**config.mk**
```make
export PLATFORM = sky130hd
export DESIGN_NAME = ahb_sram_bridge
export DESIGN_NICKNAME = d
export VERILOG_FILES = /design/src/rtl/ahb_sram_pkg.sv /design/src/rtl/ahb_sram_bemerge.sv /design/src/rtl/ahb_sram_bridge.sv
export SDC_FILE = /design/constraint.sdc
export NUM_CORES = 1
export LEC_CHECK = 0
export CORE_UTILIZATION = 25
export CTS_CLUSTER_SIZE = 20
export DETAILED_ROUTE_END_ITERATION = 8
export PLACE_DENSITY_LB_ADDON = 0.1
export SLEW_MARGIN = 20
export SYNTH_ARGS = -nofsm -noshare
export SYNTH_HDL_FRONTEND = slang
export SYNTH_SLANG_ARGS = --single-unit
```
**constraint.sdc**
```tcl
create_clock -name clk -period 4.5 [get_ports clk]
set_input_delay 0.9 -clock clk [delete_from_list [all_inputs] [get_ports clk]]
set_output_delay 0.9 -clock clk [all_outputs]
set_load 0.02 [all_outputs]
```
**src/rtl/ahb_sram_pkg.sv**
```systemverilog
// Shared AHB-lite constants, bridge FSM encoding and latched transfer attributes.
package ahb_sram_pkg;
  localparam logic [1:0] HTRANS_IDLE   = 2'b00;
  localparam logic [1:0] HTRANS_BUSY   = 2'b01;
  localparam logic [1:0] HTRANS_NONSEQ = 2'b10;
  localparam logic [1:0] HTRANS_SEQ    = 2'b11;

  localparam logic [2:0] HSIZE_BYTE = 3'd0;
  localparam logic [2:0] HSIZE_HALF = 3'd1;
  localparam logic [2:0] HSIZE_WORD = 3'd2;

  localparam int NUM_LANES = 4;
  localparam int LANE_W    = 8;

  typedef enum logic [2:0] {
    IDLE, WR, RD, RD_DEFER, RMW_RD, RMW_WR, ERR1, ERR2
  } state_t;

  typedef struct packed {
    logic [2:0] size;
    logic [1:0] lane;
  } xfer_t;
endpackage

```
**src/rtl/ahb_sram_bemerge.sv**
```systemverilog
// Byte-lane merge for read-modify-write; only built with AHB_SRAM_BRIDGE_RMW_EN.
module ahb_sram_bemerge
  import ahb_sram_pkg::*;
(
  input  logic [31:0] old_word,
  input  logic [31:0] new_word,
  input  logic [2:0]  hsize,
  input  logic [1:0]  addr,
  output logic [31:0] merged
);
  logic [NUM_LANES-1:0]             sel;
  logic [NUM_LANES-1:0][LANE_W-1:0] old_l, new_l, mrg_l;

  assign old_l = old_word;
  assign new_l = new_word;

  always_comb begin
    sel = '0;
    case (hsize)
      HSIZE_BYTE: sel[addr] = 1'b1;
      HSIZE_HALF: sel = addr[1] ? 4'b1100 : 4'b0011;
      default:    sel = '1;
    endcase
  end

  for (genvar i = 0; i < NUM_LANES; i++) begin : g_lane
    assign mrg_l[i] = sel[i] ? new_l[i] : old_l[i];
  end

  assign merged = mrg_l;
endmodule

```
**src/rtl/ahb_sram_bridge.sv**
```systemverilog
// AHB-lite subordinate to single-port SRAM bridge. Define AHB_SRAM_BRIDGE_RMW_EN to
// support sub-word writes by read-modify-write; otherwise they get an ERROR response.
module ahb_sram_bridge
  import ahb_sram_pkg::*;
#(
  parameter int ADDR_WIDTH = 8
) (
  input  logic                  clk,
  input  logic                  rst,
  input  logic                  hsel,
  input  logic [31:0]           haddr,
  input  logic [1:0]            htrans,
  input  logic                  hwrite,
  input  logic [2:0]            hsize,
  input  logic [31:0]           hwdata,
  input  logic                  hready,
  output logic                  hreadyout,
  output logic                  hresp,
  output logic [31:0]           hrdata,
  output logic                  sram_cs,
  output logic                  sram_wen,
  output logic [ADDR_WIDTH-1:0] sram_addr,
  output logic [31:0]           sram_data,
  input  logic [31:0]           sram_q
);
  state_t                state, state_n;
  logic [ADDR_WIDTH-1:0] addr_q;
  xfer_t                 xfer_q;
  logic                  can_acc, accept, acc_rd, acc_wr, wr_word, sram_busy;
  logic [31:0]           rmw_data;
  logic                  unused_ok;

`ifdef AHB_SRAM_BRIDGE_RMW_EN
  localparam state_t SUBWR_ST = RMW_RD;
  ahb_sram_bemerge u_bemerge (
    .old_word (sram_q),
    .new_word (hwdata),
    .hsize    (xfer_q.size),
    .addr     (xfer_q.lane),
    .merged   (rmw_data)
  );
`else
  localparam state_t SUBWR_ST = ERR1;
  assign rmw_data = hwdata;
`endif

  // Wait-state cycles never overlap a new address phase.
  assign can_acc   = state inside {IDLE, WR, RD, RMW_WR, ERR2};
  assign accept    = hsel & htrans[1] & hready & can_acc;
  assign acc_rd    = accept & ~hwrite;
  assign acc_wr    = accept & hwrite;
  assign wr_word   = hsize == HSIZE_WORD;
  assign sram_busy = state inside {WR, RMW_WR};
  assign unused_ok = ^{haddr[31:ADDR_WIDTH+2], htrans[0], xfer_q};

  always_comb begin
    state_n = IDLE;
    case (state)
      RD_DEFER: state_n = RD;
      RMW_RD:   state_n = RMW_WR;
      ERR1:     state_n = ERR2;
      default: begin
        if (acc_rd)      state_n = sram_busy ? RD_DEFER : RD;
        else if (acc_wr) state_n = wr_word ? WR : SUBWR_ST;
      end
    endcase
  end

  always_comb begin
    hreadyout = 1'b1;
    hresp     = 1'b0;
    hrdata    = '0;
    sram_cs   = 1'b0;
    sram_wen  = 1'b1;
    sram_addr = addr_q;
    sram_data = '0;
    case (state)
      WR:       begin sram_cs = 1'b1; sram_wen = 1'b0; sram_data = hwdata; end
      RD:       hrdata = sram_q;
      RD_DEFER: begin hreadyout = 1'b0; sram_cs = 1'b1; end
      RMW_RD:   begin hreadyout = 1'b0; sram_cs = 1'b1; end
      RMW_WR:   begin sram_cs = 1'b1; sram_wen = 1'b0; sram_data = rmw_data; end
      ERR1:     begin hresp = 1'b1; hreadyout = 1'b0; end
      ERR2:     hresp = 1'b1;
      default:  ;
    endcase
    // A read strobes straight from the address phase when the SRAM is free.
    if (acc_rd && !sram_busy) begin
      sram_cs   = 1'b1;
      sram_wen  = 1'b1;
      sram_addr = haddr[ADDR_WIDTH+1:2];
    end
    // Reset kills any in-flight write in the same cycle.
    if (rst) begin
      hreadyout = 1'b1;
      hresp     = 1'b0;
      hrdata    = '0;
      sram_cs   = 1'b0;
      sram_wen  = 1'b1;
    end
  end

  always_ff @(posedge clk) begin
    if (rst) begin
      state  <= IDLE;
      addr_q <= '0;
      xfer_q <= '0;
    end else begin
      state <= state_n;
      if (accept) begin
        addr_q      <= haddr[ADDR_WIDTH+1:2];
        xfer_q.size <= hsize;
        xfer_q.lane <= haddr[1:0];
      end
    end
  end
endmodule

```
Supply network:
Bar = 20 um. Pins as bars on the die edge. Tap cells in grey.
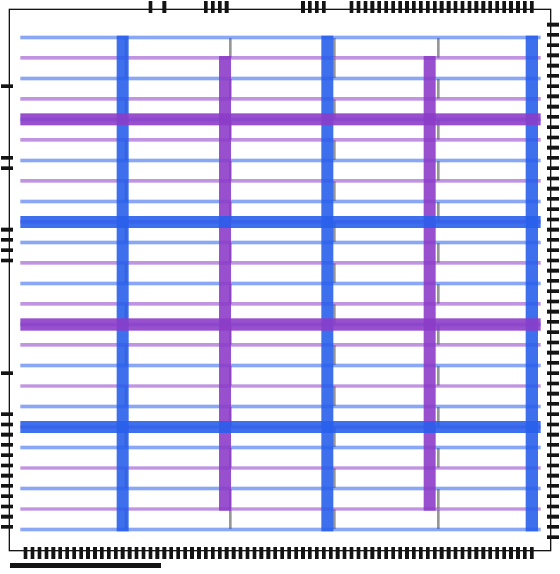
| colour | net |
|---|---|
| blue | VSS |
| purple | VDD |
met5 straps: 4
met4 straps: 5
met1 rails: 25
tap cells: 52
signal pins: 182
die height: 71.6 um
VDD IR-drop max: 163 uV

Cells coloured by class:
Bar = 20 um.
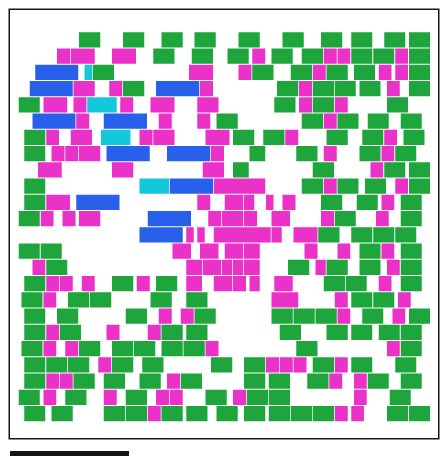
| colour | class | cells | share of their area |
|---|---|---|---|
| green | other buffers and delay cells | 158 | 57% |
| magenta | all other logic | 128 | 34% |
| blue | flops | 11 | 7.9% |
| cyan | clock drivers and dummy loads | 4 | 1.6% |

Clock wires, drivers and flops:
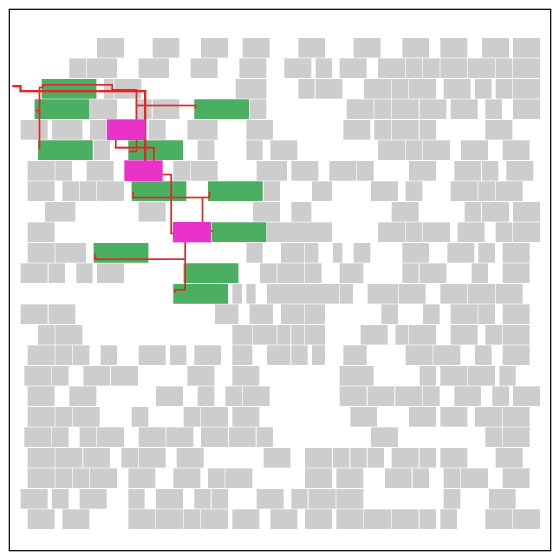
[red] clock wires | length: 135 um
[magenta] cells driving clock nets | count: 3
[green] flip-flops | count: 11
routed clock nets: 4
part of the total power dissipated in the clock network: 28.2%
Clock Power: 0.0953 mW

Wiring by layer:
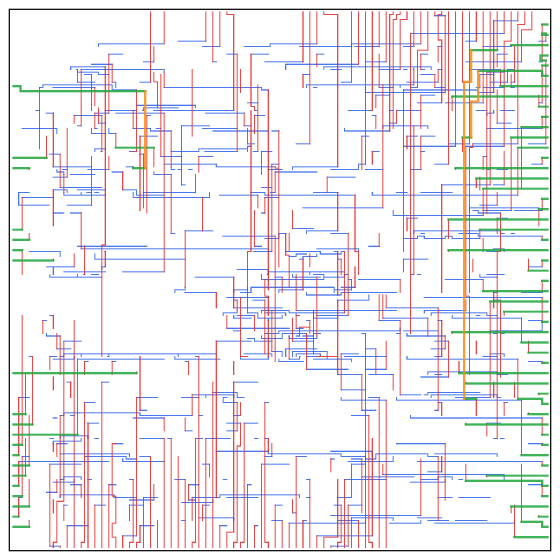
| colour | layer | wire length |
|---|---|---|
| orange | met4 | 67.1 um |
| red | met2 | 2,340 um |
| blue | met1 | 1,810 um |
| green | met3 | 337 um |
average wire length per cell after detail routing: 12.9 um
drt total wl: 4.56 mm

Track usage over the die:
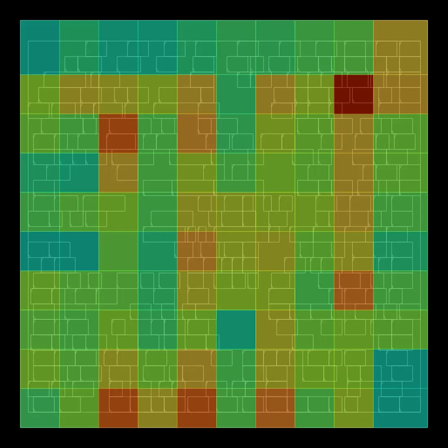
global routing met2 resource utilization: 31.9%
global-route met3 utilization: 4.22%
global-route track usage on met1: 18.0%

==> results.txt <==
Results of the full flow below.

Run status:
- The run finished with clean final reports.

Power and ir drop:
- The script computed a power per unit cell area of approximately 120 nW/um2.
- The run puts the reported leakage power at around 1.1 nW.
- The run puts the switching power at roughly 0.08 mW.
- The run puts the internal cell power at roughly 0.26 mW.
- Power attributed to combinational cells is around 0.14 mW.
- The run gives the switching share of power as 23.5%.
- The dominant power group in this design is combinational cells.
- The run puts the sequential group power at 0.105 mW.
- The power report attributes to the combinational group a share of about two fifths.

Clock tree:
- The run gives the worst-case clock buffer depth as 2.
- The run gives the H-tree depth as 1.
- The run gives the number of hold buffers added after CTS as 0.
- At the later pin of the worst-skew pair, clock insertion delay measures about 0.23 ns.
- The run puts the TritonCTS buffer count at 3.
- The run gives the clock transition time at the flip-flop clock pins of the worst setup and hold paths as 0.05 ns.
- Per the repair_timing log after CTS, setup buffers inserted total 0.
- The run gives the number of clock sinks as 11.
- Gates resized during post-CTS repair numbered 0.
- TritonCTS built the clock tree.
- Clock tree synthesis selected as its root buffer the cell clkbuf_8.

Hold path:
- Checking hold timing, the worst path is listed with class reg -> reg.

Cells and area:
- The run puts the number of standard cells in the layout, taps in and fillers out at approximately 350.
- In the layout the commonest cells are 156 x clkdlybuf4s50_1, 64 x and2_1, 19 x nand2b_1.
- The largest registers in the layout are addr_q: 8 flops, state: 3 flops.
- After the last flow step, the layout net total stands at ~410.
- Ranked by flip-flop count, first place goes to addr_q.
- The final antenna diode tally reported by the flow is 0.
- The run puts the total number of sequential cells at 11.
- The run puts the fraction of layout cells with a size suffix above 1 at approximately 6.6%.
- The run gives the clock buffer and inverter area fraction after layout as around 1.6%.
- The run gives the cell class ranked first by area as non-clock buffers.
- Of the total standard cell area in the layout, the sequential portion is slightly below 8%.
- The run gives the buffering overhead as ~56%.
- The run puts the post-route standard cell area excluding fillers at between 2000 and 3000 um2.
- The run gives the multi-input combinational area share as approximately a third.
- The run puts the inverter count of the layout excluding clock inverters at 1.
- The run gives the total area of sequential cells as 220 um2.
- Between the synthesized netlist and the finished layout, the area growth was recorded as 134%.
- Counting the clock-network buffers in the layout gives 4.
- The run gives the number of logic gates as ~130.
- The register with the most flip-flops in the layout has 8 of them.
- Among logic cells in the layout, the one with the most instances is clkdlybuf4s50_1.

Job:
- The run gives the number of logged tool warnings as about 51.
- Across the run, the number of max-cap violations was 0.

Die:
- The run gives the total core area as roughly 4500 um2.
- The run gives the number of rows in the core area as 24.
- The run puts the floorplan utilization at between 20% and 30%.
- The run gives the number of tapcells as 52.
- The die covers 5130 um2.

Setup path:
- For reference, the critical path is captured by sram_addr[2].
- STA classifies the critical path startpoint as a primary input.
- The capture point of the worst register-to-register path is recorded as addr_q[0].
- The run gives the capturing element type of the critical path as a primary output.
- STA reports a reg2reg setup slack of between 2 and 3 ns.
- The data required time reported for the critical path is 3.60 ns.
- The startpoint identified for the worst register-to-register timing path is state[0].
- The run gives the critical path data arrival time as approximately 2.9 ns.
- The run gives the worst reg-to-reg path cell count as 3.
- The run gives the beginning of the critical path as hwrite.

Synth:
- The run puts the number of enable flip-flop cells at 0.
- The most common cell in the synthesized netlist is and2_1.
- In the Yosys report the total cell count is approximately 150.
- The number of different library cells used by synthesis comes to 32.
- The run puts the post-synth area from yosys stat at 1210 um2.
- The run gives the leading area contributor after synthesis as and2_1.
- For reference, the top cells by area after synthesis are and2_1 33%, dfxtp_1 18%, nand2b_1 9.8%, mux2_2 7.4%, mux2i_1 6.6%.
- Of the post-synthesis cell area, the dominant cell type holds approximately a third.
- The run puts the number of instances in the synthesized netlist at 151.
- Counting flops with an async set or reset pin after synthesis yields a share of 0%.
- Counting the warning lines in the Yosys log gives 0.
- The run puts the area of the mapped netlist at approximately 1200 um2.
- Yosys reports that the most numerous cell types are 64 x and2_1, 19 x nand2b_1, 11 x dfxtp_1.
- Post-synth the commonest register cell is dfxtp_1.
- The post-synth register bit count is 11.
- In the Yosys report, the sequential cells make up 18.2% of the chip area.
- The run gives the mean area per synthesized cell as 8.03 um2.

Global route:
- The run puts the maximum number of pins on one net before global-route repair at 34.
- Looking at the global route congestion table, the highest-usage layer is met2.
- The run gives the via count of the first global-routing pass as roughly 1,300.
- The run gives the initial antenna violation count as 0.
- The run puts the final global-route overflow total at 0.
- The run puts the aggregate global-route resource usage at ~17%.
- The first global-routing pass estimated around 7 mm of wire.

Routing:
- The first TritonRoute pass finished after 4 iterations.
- The highest metal layer carrying signal wires in the routed design is met4.
- The run gives the met2 wirelength from detailed routing as roughly 2.3 mm.
- The run puts the per-cell via count in the routed design at roughly 4.3.
- The detailed router put a total of around 1.8 mm of wire on met1.
- The run gives the detailed route wirelength on metal3 as between 300 and 400 um.
- The run gives the number of vias in the routed layout as 1,533.
- The detailed router finished its first iteration with 29 violations.
- The run gives the tally of nets with antenna violations remaining after routing as 0.

Final timing:
- The run gives the time the final worst path needs with I/O delays and setup as 3.77 ns.
- The run gives the final clock period utilization by the worst path as 83.7%.
- The run gives the count of endpoints failing setup in the final report as 0.
- The run gives the normalized max-slew margin as 52.3%.
- In the final timing run, aggregate negative setup slack is 0 ns.
- The run puts the final clock skew at about 0.00054 ns.
- The run puts the transition at the pin with the smallest max-transition slack at 0.716 ns.
- Setup repair after global routing left no endpoint under its margin.
- Hold timing on the final database bottoms out at a slack of between 0.4 and 0.5 ns.
- Derived from the worst setup path, the maximum achievable clock frequency is between 0.2 and 0.3 GHz.
- The run puts the final critical-path setup slack at roughly 0.73 ns.

Placement:
- The run puts the final estimated routing congestion in global placement at approximately 0.78.
- After detailed placement, the design holds a cell count of approximately 350.
- The run puts the post-placement worst setup slack at ~0.71 ns.
- The post-placement cell area is ~2800 um2.
- The run puts the number of port buffers at around 160.
- The run puts the post-detailed-placement half-perimeter wirelength at around 3.9 mm.
## kinds of logic after synthesis
kind of cell | synth area share, %
simple gates | 54.9
mux | 14.0
buf+inv | 5.16
flops | 18.2
compound gates | 7.74
## worst max-delay path, stage by stage
cell             delay, ns
clkdlybuf4s50_1       0.48
and4b_2               0.36
o2111ai_4             0.23
mux2_2                0.29
clkdlybuf4s50_1       0.60
## worst min-delay path by stage
stage,slack (ns),startpoint,cells after the start,end
CTS,0.47,addr_q[7],2,addr_q[7]
global placement,0.46,addr_q[6],2,addr_q[6]
floorplan,0.45,addr_q[1],2,addr_q[1]
finish,0.47,addr_q[5],2,addr_q[5]
global route,0.49,addr_q[7],2,addr_q[7]
detailed placement,0.46,addr_q[7],2,addr_q[7]
Power figures rest on the tool's default switching activity, not on a simulated workload.
